**src/rtl/pov_pkg.sv**
```systemverilog
// pov_pkg: shared definitions for the POV pixel engine.
//   - FSM state encoding for the fetch sequencer
//   - GRB channel field positions within a packed 24-bit pixel
//   - brightness scaling shift
// Optional feature macro used by the engine: POV_CROSSFADE_EN.
`timescale 1ns/1ps
package pov_pkg;

    typedef enum logic [1:0] {
        ST_IDLE      = 2'd0,
        ST_FETCH_NEW = 2'd1,
        ST_FETCH_OLD = 2'd2,
        ST_ADJUST    = 2'd3
    } pov_state_e;

    localparam int unsigned CH_BITS      = 8;
    localparam int unsigned G_LSB        = 16;
    localparam int unsigned R_LSB        = 8;
    localparam int unsigned B_LSB        = 0;
    localparam int unsigned BRIGHT_SHIFT = 3;

endpackage

```
**src/rtl/pov_color_adjust.sv**
```systemverilog
// pov_color_adjust: per-channel blend -> invert -> brightness on a packed GRB pixel.
// Purely combinational; the engine registers the result.
// Ports:
//   new_px     in   texel from the currently selected texture
//   old_px     in   texel from the previous texture (POV_CROSSFADE_EN only)
//   alpha      in   blend weight of new_px, 0..2^FADE_LOG2 (POV_CROSSFADE_EN only)
//   invert     in   invert every channel after blending
//   brightness in   0 = 1/8 ... 7 = full scale
//   pixel_c    out  adjusted GRB pixel
// Optional feature: POV_CROSSFADE_EN adds the blend stage.
`timescale 1ns/1ps
module pov_color_adjust
    import pov_pkg::*;
#(
    parameter int unsigned FADE_LOG2 = 4
) (
    input  logic [23:0]        new_px,
`ifdef POV_CROSSFADE_EN
    input  logic [23:0]        old_px,
    input  logic [FADE_LOG2:0] alpha,
`endif
    input  logic               invert,
    input  logic [2:0]         brightness,
    output logic [23:0]        pixel_c
);

    localparam int unsigned BRIGHT_BITS = CH_BITS + BRIGHT_SHIFT;

    logic [23:0] blended;

    // Invert then scale by (brightness+1)/8 with an 11-bit product.
    function automatic logic [CH_BITS-1:0] scale(input logic [CH_BITS-1:0] c,
                                                 input logic               inv,
                                                 input logic [2:0]         br);
        logic [CH_BITS-1:0]     v;
        logic [BRIGHT_BITS-1:0] prod;
        v    = inv ? ~c : c;
        prod = BRIGHT_BITS'(v) * (BRIGHT_BITS'(br) + BRIGHT_BITS'(1));
        return CH_BITS'(prod >> BRIGHT_SHIFT);
    endfunction

`ifdef POV_CROSSFADE_EN
    localparam int unsigned BLEND_BITS = CH_BITS + FADE_LOG2 + 1;
    localparam int unsigned ALPHA_FULL = 1 << FADE_LOG2;

    // Weighted mix: (n*a + o*(full-a)) >> FADE_LOG2.
    function automatic logic [CH_BITS-1:0] blend(input logic [CH_BITS-1:0] n,
                                                 input logic [CH_BITS-1:0] o,
                                                 input logic [FADE_LOG2:0] a);
        logic [BLEND_BITS-1:0] sum;
        sum = BLEND_BITS'(n) * BLEND_BITS'(a)
            + BLEND_BITS'(o) * (BLEND_BITS'(ALPHA_FULL) - BLEND_BITS'(a));
        return CH_BITS'(sum >> FADE_LOG2);
    endfunction

    always_comb begin
        blended = '0;
        blended[G_LSB +: CH_BITS] = blend(new_px[G_LSB +: CH_BITS], old_px[G_LSB +: CH_BITS], alpha);
        blended[R_LSB +: CH_BITS] = blend(new_px[R_LSB +: CH_BITS], old_px[R_LSB +: CH_BITS], alpha);
        blended[B_LSB +: CH_BITS] = blend(new_px[B_LSB +: CH_BITS], old_px[B_LSB +: CH_BITS], alpha);
    end
`else
    // Fade length is meaningless without a blend stage.
    logic fade_cfg_unused;
    assign fade_cfg_unused = (FADE_LOG2 != 0);
    assign blended         = new_px;
`endif

    always_comb begin
        pixel_c = '0;
        pixel_c[G_LSB +: CH_BITS] = scale(blended[G_LSB +: CH_BITS], invert, brightness);
        pixel_c[R_LSB +: CH_BITS] = scale(blended[R_LSB +: CH_BITS], invert, brightness);
        pixel_c[B_LSB +: CH_BITS] = scale(blended[B_LSB +: CH_BITS], invert, brightness);
    end

endmodule

```
**src/rtl/pov_pixel_engine.sv**
```systemverilog
// pov_pixel_engine: per-pixel colour source for the rotating POV display.
// Maps (angle, LED index) to a texture ROM address, fetches the texel over a
// 1-cycle-latency ROM port, and applies cross-fade, invert and brightness.
// Ports:
//   clk, reset          clock, synchronous active-low reset
//   theta               current rotation angle
//   px_req, px_num      one-cycle pixel request and LED index
//   texture_sel         CPU-selected texture (clamped to NUM_TEXTURES-1)
//   brightness, invert  colour adjustment controls
//   rom_addr, rom_data  texture ROM port (data valid one cycle after address)
//   pixel_out           adjusted GRB pixel, qualified by pixel_valid
//   busy                request in flight
//   fading              cross-fade in progress
// Optional feature: POV_CROSSFADE_EN enables the old-texture fetch, alpha
// counter and blend; without it texture changes apply immediately.
`timescale 1ns/1ps
module pov_pixel_engine
    import pov_pkg::*;
#(
    parameter int unsigned LED_COUNT    = 52,
    parameter int unsigned TEX_WIDTH    = 128,
    parameter int unsigned NUM_TEXTURES = 3,
    parameter int unsigned THETA_BITS   = 6,
    parameter int unsigned PX_BITS      = 6,
    parameter int unsigned FADE_LOG2    = 4,
    parameter int unsigned ADDR_BITS    = $clog2(TEX_WIDTH * NUM_TEXTURES * LED_COUNT)
) (
    input  logic                  clk,
    input  logic                  reset,
    input  logic [THETA_BITS-1:0] theta,
    input  logic                  px_req,
    input  logic [PX_BITS-1:0]    px_num,
    input  logic [3:0]            texture_sel,
    input  logic [2:0]            brightness,
    input  logic                  invert,
    output logic [ADDR_BITS-1:0]  rom_addr,
    input  logic [23:0]           rom_data,
    output logic [23:0]           pixel_out,
    output logic                  pixel_valid,
    output logic                  busy,
    output logic                  fading
);

    localparam int unsigned COL_BITS = $clog2(TEX_WIDTH);
    localparam int unsigned MUL_BITS = THETA_BITS + COL_BITS;
    localparam int unsigned TEX_BITS = (NUM_TEXTURES > 1) ? $clog2(NUM_TEXTURES) : 1;

    pov_state_e          state_q;
    logic [ADDR_BITS-1:0] rom_addr_q;
    logic [23:0]          pixel_out_q;
    logic                 pixel_valid_q;
    logic                 busy_q;
    logic [TEX_BITS-1:0]  cur_tex_q;
    logic [2:0]           bright_q;
    logic                 inv_q;
    logic                 oob_q;

    logic [MUL_BITS-1:0]  theta_scaled;
    logic [COL_BITS-1:0]  col_d;
    logic [TEX_BITS-1:0]  sel_d;
    logic [TEX_BITS-1:0]  cur_tex_d;
    logic                 tex_change_d;
    logic                 accept_d;
    logic                 oob_d;
    logic [23:0]          adj_c;

    // Rows are LEDs; textures sit side by side within each row.
    function automatic logic [ADDR_BITS-1:0] tex_addr(input logic [PX_BITS-1:0]  px,
                                                      input logic [TEX_BITS-1:0] tex,
                                                      input logic [COL_BITS-1:0] col);
        return ADDR_BITS'(32'(px) * TEX_WIDTH * NUM_TEXTURES + 32'(tex) * TEX_WIDTH + 32'(col));
    endfunction

    // Request decode, column mapping and texture-select clamp.
    always_comb begin
        theta_scaled = MUL_BITS'(theta) * MUL_BITS'(TEX_WIDTH);
        col_d        = COL_BITS'(theta_scaled >> THETA_BITS);
        sel_d        = (32'(texture_sel) >= NUM_TEXTURES) ? TEX_BITS'(NUM_TEXTURES - 1)
                                                          : TEX_BITS'(texture_sel);
        tex_change_d = (state_q == ST_IDLE) && (sel_d != cur_tex_q);
        cur_tex_d    = tex_change_d ? sel_d : cur_tex_q;
        // The pixel_valid cycle is still owned by the finishing request.
        accept_d     = (state_q == ST_IDLE) && px_req && !pixel_valid_q;
        oob_d        = 32'(px_num) >= LED_COUNT;
    end

`ifdef POV_CROSSFADE_EN
    localparam int unsigned ALPHA_BITS = FADE_LOG2 + 1;
    localparam int unsigned ALPHA_FULL = 1 << FADE_LOG2;

    logic [TEX_BITS-1:0]   old_tex_q;
    logic [TEX_BITS-1:0]   old_cap_q;
    logic [ALPHA_BITS-1:0] alpha_q;
    logic [ALPHA_BITS-1:0] alpha_cap_q;
    logic                  fading_q;
    logic [THETA_BITS-1:0] theta_prev_q;
    logic [PX_BITS-1:0]    px_q;
    logic [COL_BITS-1:0]   col_q;
    logic [23:0]           new_px_q;
    logic                  wrap_d;

    assign wrap_d = theta < theta_prev_q;
    assign fading = fading_q;
`else
    assign fading = 1'b0;
`endif

    // Fetch sequencer, texture tracking and output registers.
    always_ff @(posedge clk) begin
        if (!reset) begin
            state_q       <= ST_IDLE;
            rom_addr_q    <= '0;
            pixel_out_q   <= '0;
            pixel_valid_q <= 1'b0;
            busy_q        <= 1'b0;
            cur_tex_q     <= '0;
            bright_q      <= '0;
            inv_q         <= 1'b0;
            oob_q         <= 1'b0;
`ifdef POV_CROSSFADE_EN
            old_tex_q     <= '0;
            old_cap_q     <= '0;
            alpha_q       <= '0;
            alpha_cap_q   <= '0;
            fading_q      <= 1'b0;
            theta_prev_q  <= '0;
            px_q          <= '0;
            col_q         <= '0;
            new_px_q      <= '0;
`endif
        end else begin
            pixel_valid_q <= 1'b0;
            if (tex_change_d) begin
                cur_tex_q <= sel_d;
            end
`ifdef POV_CROSSFADE_EN
            theta_prev_q <= theta;
            // A texture change restarts the fade and overrides a same-cycle wrap.
            if (tex_change_d) begin
                old_tex_q <= cur_tex_q;
                alpha_q   <= '0;
                fading_q  <= 1'b1;
            end else if (wrap_d && fading_q) begin
                alpha_q <= alpha_q + ALPHA_BITS'(1);
                if (alpha_q == ALPHA_BITS'(ALPHA_FULL - 1)) begin
                    fading_q <= 1'b0;
                end
            end
`endif
            if (pixel_valid_q) begin
                busy_q <= 1'b0;
            end else if (accept_d) begin
                busy_q <= 1'b1;
            end

            case (state_q)
                ST_IDLE: begin
                    if (accept_d) begin
                        state_q  <= ST_FETCH_NEW;
                        bright_q <= brightness;
                        inv_q    <= invert;
                        oob_q    <= oob_d;
                        if (!oob_d) begin
                            rom_addr_q <= tex_addr(px_num, cur_tex_d, col_d);
                        end
`ifdef POV_CROSSFADE_EN
                        px_q        <= px_num;
                        col_q       <= col_d;
                        old_cap_q   <= tex_change_d ? cur_tex_q : old_tex_q;
                        // Outside a fade the new texel gets full weight.
                        alpha_cap_q <= tex_change_d ? '0
                                     : (fading_q ? alpha_q : ALPHA_BITS'(ALPHA_FULL));
`endif
                    end
                end
                ST_FETCH_NEW: begin
`ifdef POV_CROSSFADE_EN
                    state_q <= ST_FETCH_OLD;
                    if (!oob_q) begin
                        rom_addr_q <= tex_addr(px_q, old_cap_q, col_q);
                    end
`else
                    state_q <= ST_ADJUST;
`endif
                end
                ST_FETCH_OLD: begin
`ifdef POV_CROSSFADE_EN
                    new_px_q <= rom_data;
`endif
                    state_q <= ST_ADJUST;
                end
                ST_ADJUST: begin
                    state_q       <= ST_IDLE;
                    pixel_valid_q <= 1'b1;
                    pixel_out_q   <= oob_q ? 24'h000000 : adj_c;
                end
                default: state_q <= ST_IDLE;
            endcase
        end
    end

    pov_color_adjust #(
        .FADE_LOG2 (FADE_LOG2)
    ) u_color_adjust (
`ifdef POV_CROSSFADE_EN
        .new_px     (new_px_q),
        .old_px     (rom_data),
        .alpha      (alpha_cap_q),
`else
        .new_px     (rom_data),
`endif
        .invert     (inv_q),
        .brightness (bright_q),
        .pixel_c    (adj_c)
    );

    assign rom_addr    = rom_addr_q;
    assign pixel_out   = pixel_out_q;
    assign pixel_valid = pixel_valid_q;
    assign busy        = busy_q;

endmodule

```
**config.mk**
```make
export PLATFORM = sky130hd
export DESIGN_NAME = pov_pixel_engine
export DESIGN_NICKNAME = d
export VERILOG_FILES = /design/src/rtl/pov_pkg.sv /design/src/rtl/pov_color_adjust.sv /design/src/rtl/pov_pixel_engine.sv
export SDC_FILE = /design/constraint.sdc
export NUM_CORES = 1
export LEC_CHECK = 0
export CAP_MARGIN = 20
export CORE_MARGIN = 4
export CORE_UTILIZATION = 32
export DETAILED_ROUTE_END_ITERATION = 16
export GPL_ROUTABILITY_DRIVEN = 0
export HOLD_SLACK_MARGIN = 0.15
export PLACE_DENSITY = 0.55
export SETUP_SLACK_MARGIN = 0.02
export SYNTH_ARGS = -nofsm -noshare
export SYNTH_HDL_FRONTEND = slang
export SYNTH_SLANG_ARGS = --single-unit
```
**constraint.sdc**
```tcl
create_clock -name clk -period 3.75 [get_ports clk]
set_clock_uncertainty 0.1 [all_clocks]
set_input_delay 0.75 -clock clk [delete_from_list [all_inputs] [get_ports clk]]
set_output_delay 0.75 -clock clk [all_outputs]
set_load 0.02 [all_outputs]
```
**Run 1: congestion heat map**

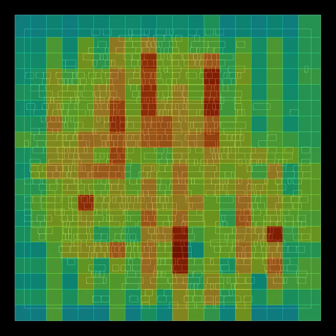
grt met3 use: 1.988%
global routing usage summed across all routing layers: 15.74%
global routing met1 resource utilization: 20.33%

**Run 1: close-up of the layout**

Window x 54 to 79, y 28 to 53 um. Cells in gray, sequential cells in the stronger gray; small squares are vias.
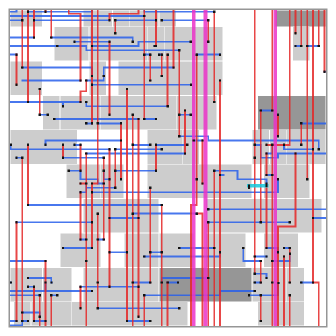
Blue marks metal 1. Red marks metal 2. Cyan marks metal 3. Magenta marks metal 4.
38 logic cells have their middle in the window. Netlist names of flops here include `inv_q` (1), `pixel_out` (1). Sequential cells in the window: 2. Most frequent: nor2_1 (5), buf_4 (5), inv_1 (3).

**Run 1: register map, names as in the netlist**

Drawn at 2 px/um.
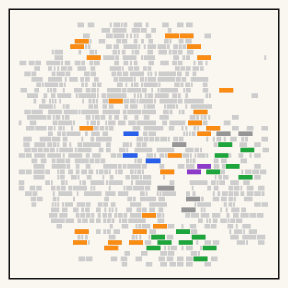
Blue marks `bright_q`, placed flops 3. Orange marks `pixel_out`, placed flops 24. Green marks `rom_addr`, placed flops 14. Purple marks `state_q`, placed flops 2.
Another 6 sequential cells are not colored.
share of the final layout cell area in sequential cells: 13.08%
sequential standard cell area: 988.4 um^2
seq pwr: 0.675 mW
final core occ: 49.15%

run 1: synth_stat cells, drive strengths merged, types with 2 or more instances:
master	n
o211ai	8
and3	4
o2111ai	4
fa	38
nor2b	4
nor2	63
a21o	11
mux2i	13
a32o	4
nand3	3
a21bo	2
nand3b	4
ha	51
inv	74
nand4	4
and3b	4
a21oi	22
or3	4
a2111oi	2
and2	25
a22oi	4
xnor2	24
clkbuf	12
nor4	2
xor2	28
a211oi	5
o21a	3
nor3b	4
dfxtp	49
a31o	2
buf	10
nand2	46
a31oi	5
nand2b	21
nor3	5
o21ai	25
run 1: state kept, by name (all words and copies together) (netlist names):
| register | cells |
|---|---|
| pixel_out | 24 |
| rom_addr | 14 |
| bright_q | 3 |
| cur_tex_q | 2 |
| state_q | 2 |
| busy | 1 |
| inv_q | 1 |
| oob_q | 1 |
| pixel_valid | 1 |
run 1: path summary, 6_finish.rpt:
check                       to  cells past startpoint
setup / recovery  pixel_out[6]                     13
hold / removal            busy                      1
setup reg to reg  pixel_out[6]                     14
hold reg to reg           busy                      1
run 1: power groups by stage:
stage	clock [mW]	combinational [mW]	sequential, mW
4_1_cts	0.542	2.41	0.671
6_report	0.524	2.61	0.675
2_1_floorplan	0	1.32	0.743
3_3_place_gp	0	2.22	0.676
5_1_grt	0.561	2.90	0.687
3_5_place_dp	0	2.26	0.680
run 1: area by class of cell:
cell class	count	share of cell area [%]
tap	211	3.495
multi-input combinational	460	54.97
inverter	74	3.677
clock buffer	5	1.656
clock inverter	2	0.5134
timing repair buffer	193	22.61
sequential	49	13.08
run 1: cell families (layout without fill, tap and decap cells):
group                      after synthesis  in the layout  share of synthesized area, %
and+or+nand+nor                        196            196                         19.40
AOI/OAI and AO/OA                      108            108                         14.59
buffers and inverters                   96            274                         7.518
adders and majority gates               89             89                         27.56
xor gates and xnor gates                52             52                         8.972
DFF                                     49             49                         19.32
muxes                                   13             13                         2.563
other                                    1              2                       0.07388
run 1: repair_timing:
item,in CTS,in global routing
setup buffers,8,14
pin swaps,34,52
hold buffers,0,0
setup endpoints to repair,15,15
gates resized,52,57
cloned,0,1
run 1: cells in the final DEF (no fill, tap or decap), types with 17 or more instances in the layout:
cell type	instances
nand2b_1	21
dfxtp_1	45
and2_1	19
ha_1	41
inv_1	67
nand2_1	42
xnor2_1	17
clkdlybuf4s50_1	68
fa_1	34
o21ai_0	22
buf_4	100
nor2_1	58
run 1: metal layers:
metal | global-route usage (%) | up-vias
met2 | 27.09 | 98
met3 | 1.988 | 18
met4 | 5.543 | 0
met5 | 0 | -
met1 | 20.33 | 2233
li1 | - | 2343
run 1: critical path, delay by kind of cell:
| family | cells | cell delay, ns |
|---|---|---|
| buffers and inverters | 3 | 0.36 |
| AOI/OAI and AO/OA | 4 | 0.80 |
| xor gates and xnor gates | 1 | 0.20 |
| adders and majority gates | 3 | 1.20 |
| and+or+nand+nor | 2 | 0.49 |
==> run summary, run 1 <==
Numbers from the implementation run.

In the final report, the number of hold violations comes to 0. The number of core rows is about 45. The power report attributes to the sequential group a share of ~18%.

The launch point of the worst reg-to-reg path is inv_q. The share of async-settable or async-resettable flops after synthesis is 0%. The net count of the finished layout is 919. The initial core utilization is between 30 and 40%. The area fraction of the largest cell type after synthesis is 19.32%. For this design, the slowest cell found on the critical path is fa_1.

The transition time recorded at the tightest slew-check pin is between 0.5 and 0.6 ns. The final instance area is approximately 7600 um^2. The kind of end point of the critical path is a flip-flop. Per the detail_route log, met2 wirelength is approximately 6900 um.

The run finished with clean final reports. The script extracted a net switching power of about 1.6 mW. Max-cap violations in this run came to 0. Max-slew check failures listed in the final report amount to 0. Combinational logic is responsible for between 60 and 70% of the overall power.

The number of logged tool warnings is 35. Across all layers, the routed design uses roughly 4700 vias. The sequential share of the synthesized area is 19.32%. The die boundary width is 133.9 um. The timing report shows the most common cell along the critical path to be a21o_1. The switching portion of total power is between 40% and 50%.

The count of cell types in the netlist is between 50 and 60. The largest voltage drop on the vdd net is around 0.00025 V. The minimum period implied by the final worst setup slack is 3.704 ns. The power report lists cell-internal power as ~2.2 mW. Warnings reported by Yosys during synthesis add up to 0. The clock tree buffer depth is 2.

STA on the placed design reports a worst setup slack of -0.6312 ns. The fraction of layout instances using a drive strength above 1 is between 20% and 30%. From bottom edge to top edge, the die measures about 130 um.

The leakage power is roughly 3.5 nW. For this sky-water flow run, the detailed-routed wirelength per cell is reported as approximately 14 um. The largest fanout of any net on the critical path is 4. Fill cells in the final layout number ~1400. The detailed-route wire length is approximately 14000 um. The number of antenna violations at the first check in global routing is 0. Yosys attributes the largest share of cell area to dfxtp_1 19%, fa_1 15%, ha_1 13%.

The most instantiated flip-flop cell in the synthesis netlist is dfxtp_1. The start point of the worst min-delay path is pixel_valid. According to the Yosys statistics, the synthesized design has a chip area of 5076 um^2. The delay contributed by the slowest stage of the critical path is just under 0.5 ns. The area growth from synthesis to layout is 48.83%. The setup slack on the worst flop-to-flop path is around 0.060 ns. The area after detailed placement is 6817 um^2.

The startpoint-to-endpoint class of the critical path is primary input to flip-flop. The number of top-level pins is approximately 89. The tally of nets with antenna violations remaining after routing is 0. For reference, the critical path cell chain is dlygate4sd2_1, xor2_2, and2_4, fa_1, inv_1, fa_1, inv_2, ha_4, a21o_1, a21o_1, a21o_1, or3_1, a32o_1. In the routed layout, each cell is associated on average with a via count of 4.720. The number of endpoints failing setup at the final stage is 0. The relative max-transition margin is 63.61%. The number of buffers created by CTS is 5. The power after layout is roughly 3.8 mW. The arrival time of the worst setup path is ~3.8 ns. Setup repair after global routing could not meet its margin everywhere. The first global-routing pass estimated 23470 um of wire. The TritonCTS clock tree is built.

The total area inside the core boundary comes to approximately 15000 um^2. The portion of the clock cycle consumed by the worst path in the final layout is 98.78%. The maximum frequency from static timing analysis is ~270 MHz.

The synth_stat.txt file lists the number of cells as between 600 and 700. The detailed router reports a met3 wire length of roughly 550 um. Per the OpenROAD floorplan log, the area of the die is roughly 18000 um^2. The number of global-route vias before repair is 4899.
## Run 2: what changed since run 1
Settings changed: MAX_ROUTING_LAYER set to met4.
**Run 2: gate families picked out**

Drawn at 2 px/um.
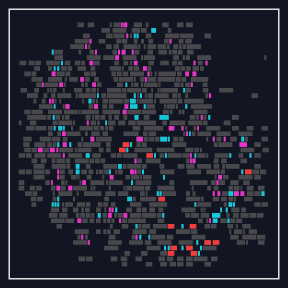
Red marks mux cells, cells 13, most used mux2i_1. Magenta marks nand cells, cells 79, most used nand2_1. Cyan marks nor cells, cells 78, most used nor2_1.

**Run 2: close-up of the layout**

Window x 54 to 79, y 28 to 53 um. Cells in gray, sequential cells in the stronger gray; small squares are vias.
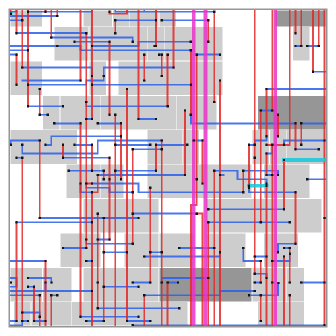
Blue marks metal 1. Red marks metal 2. Cyan marks metal 3. Magenta marks metal 4.
Sequential cells in the window: 2. 38 logic cells have their middle in the window. Netlist names of flops here include `inv_q` (1), `pixel_out` (1). Most frequent: nor2_1 (5), buf_4 (5), inv_1 (3).

==> run summary, run 2 <==
Numbers from the implementation run.

The flow ran to the end, and the final reports show no timing, DRC or antenna violations. The largest fanout of any net on the critical path is 4. The most instantiated flip-flop cell in the synthesis netlist is dfxtp_1. The area fraction of the largest cell type after synthesis is approximately 19%. The worst pin sits at a relative slew slack of between 60% and 70%. The count of maximum capacitance violations is 0. The die span in y is between 100 and 150 um. The fraction of layout instances using a drive strength above 1 is between 20% and 30%. The largest voltage drop on the vdd net is 0.0002471 V. The final power report lists total power as 3.804 mW. The most frequent standard cell in the layout excluding fill and tap cells is buf_4. The setup slack on the worst flop-to-flop path is around 0.070 ns.

The detailed-route wire length is roughly 14000 um. Prior to clock tree synthesis, the placed netlist has a worst setup slack of -0.6312 ns. The post-synthesis cell count from yosys is between 600 and 700. The tally of yosys warning messages is 0. The area used by sequential logic in the layout is around 990 um^2. The placed instances occupy a cell area of 6817 um^2. The number of endpoints failing setup at the final stage is 0. The first-pass GRT wire length is 23470 um.

After routing the design area is approximately 7600 um^2. The total count of max-transition violations in the final report is 0. By instance count, the leading cell after synthesis is inv_1. The maximum frequency from static timing analysis is about 270 MHz. The number of flip-flops in the largest register is 24. The core footprint is about 15000 um^2. The total count of hold-check failures in the final report is 0. The number of global-route vias before repair is slightly below 5000. TritonCTS built the clock tree. The sequential share of the synthesized area is 19.32%. The total met2 wirelength after detailed routing is 6950 um.

The leakage power is around 3.5 nW. Counting I/O delays and the setup requirement, the final critical path takes approximately 3.7 ns. Setup repair after global routing could not meet its margin everywhere. The chip occupies between 15000 and 20000 um^2. In this run the layout overhead on the synthesized area is reported as 48.83%.

The number of core rows is roughly 45. STA classifies the critical path endpoint as a flip-flop. The number of antenna violations at the first check in global routing is 0.

The count of cell types in the netlist is approximately 59. By area the synthesized netlist is led by dfxtp_1 19%, fa_1 15%, ha_1 13%. The floorplan step set the die width to roughly 130 um. The library cells used most frequently in the layout, excluding fill and tap cells, are 100 x buf_4, 68 x clkdlybuf4s50_1, 67 x inv_1, 58 x nor2_1, 45 x dfxtp_1. The quantity of hold-fixing buffers added after cts is 0. The count of nets left with antenna violations once routing finished came out at 0. Post-synthesis, Yosys gives the total cell area as between 5000 and 6000 um^2. TritonRoute output was used to compute an average wire per cell of 14.32 um. Of all flip-flops after synthesis, the portion carrying an async set or reset was 0%. The routed layout has between 4000 and 5000 vias. The initial core utilization is between 30% and 40%.
[run 2: layer usage]
| metal | global-route usage (%) | vias up |
|---|---|---|
| met4 | 5.543 | 0 |
| li1 | - | 2344 |
| met1 | 20.33 | 2222 |
| met5 | - | - |
| met3 | 1.913 | 18 |
| met2 | 27.12 | 102 |
[run 2: layout make-up]
cell class              instances  share of cell area (%)
clock buffers                   5                   1.656
clock inverters                 2                  0.5134
inverters                      74                   3.677
multi-input cells             460                   54.97
flip-flops and latches         49                   13.08
well taps                     211                   3.495
repair buffers                193                   22.61
[run 2: critical path, cell delays in order]
cell and delay [ns]:
dlygate4sd2_1 0.26, xor2_2 0.20, and2_4 0.15, fa_1 0.48
inv_1 0.05, fa_1 0.49, inv_2 0.05, ha_4 0.23
a21o_1 0.18, a21o_1 0.18, a21o_1 0.18, or3_1 0.34
a32o_1 0.26
[run 2: worst paths after layout]
check	endpoint	cells past startpoint	start
hold / removal	pixel_out[7]	2	pixel_out[7]
setup reg to reg	pixel_out[21]	15	bright_q[0]
setup / recovery	pixel_out[6]	13	rom_data[4]
hold reg to reg	pixel_out[7]	2	pixel_out[7]
[run 2: timing repair]
action,in CTS,in global routing
pin swaps,34,52
endpoints found under the setup margin,15,15
gates cloned,0,1
gates resized,52,57
setup buffers,8,14
[run 2: kinds of logic (layout without fill, tap and decap cells)]
group,Yosys count,after routing,share of synthesized area (%)
buffers and inverters,96,274,7.518
xor gates and xnor gates,52,52,8.972
muxes,13,13,2.563
AOI/OAI and AO/OA,108,108,14.59
DFF,49,49,19.32
and+or+nand+nor,196,196,19.40
adders and majority gates,89,89,27.56
other,1,2,0.07388
[run 2: report_power, final]
part           switching [mW]  internal [mW]
Clock                   0.210          0.314
Combinational            1.31           1.29
Sequential             0.0641          0.611
Total                    1.59           2.22
[run 2: stage by stage]
step	hold WS [ns]	util [%]
floorplan	0.3763	-
global placement	0.3441	44.35
detailed placement	0.3450	44.35
CTS	0.3575	46.85
global route	0.3829	49.15
finish	0.3529	49.15
Power is estimated from default activity; no workload was simulated.
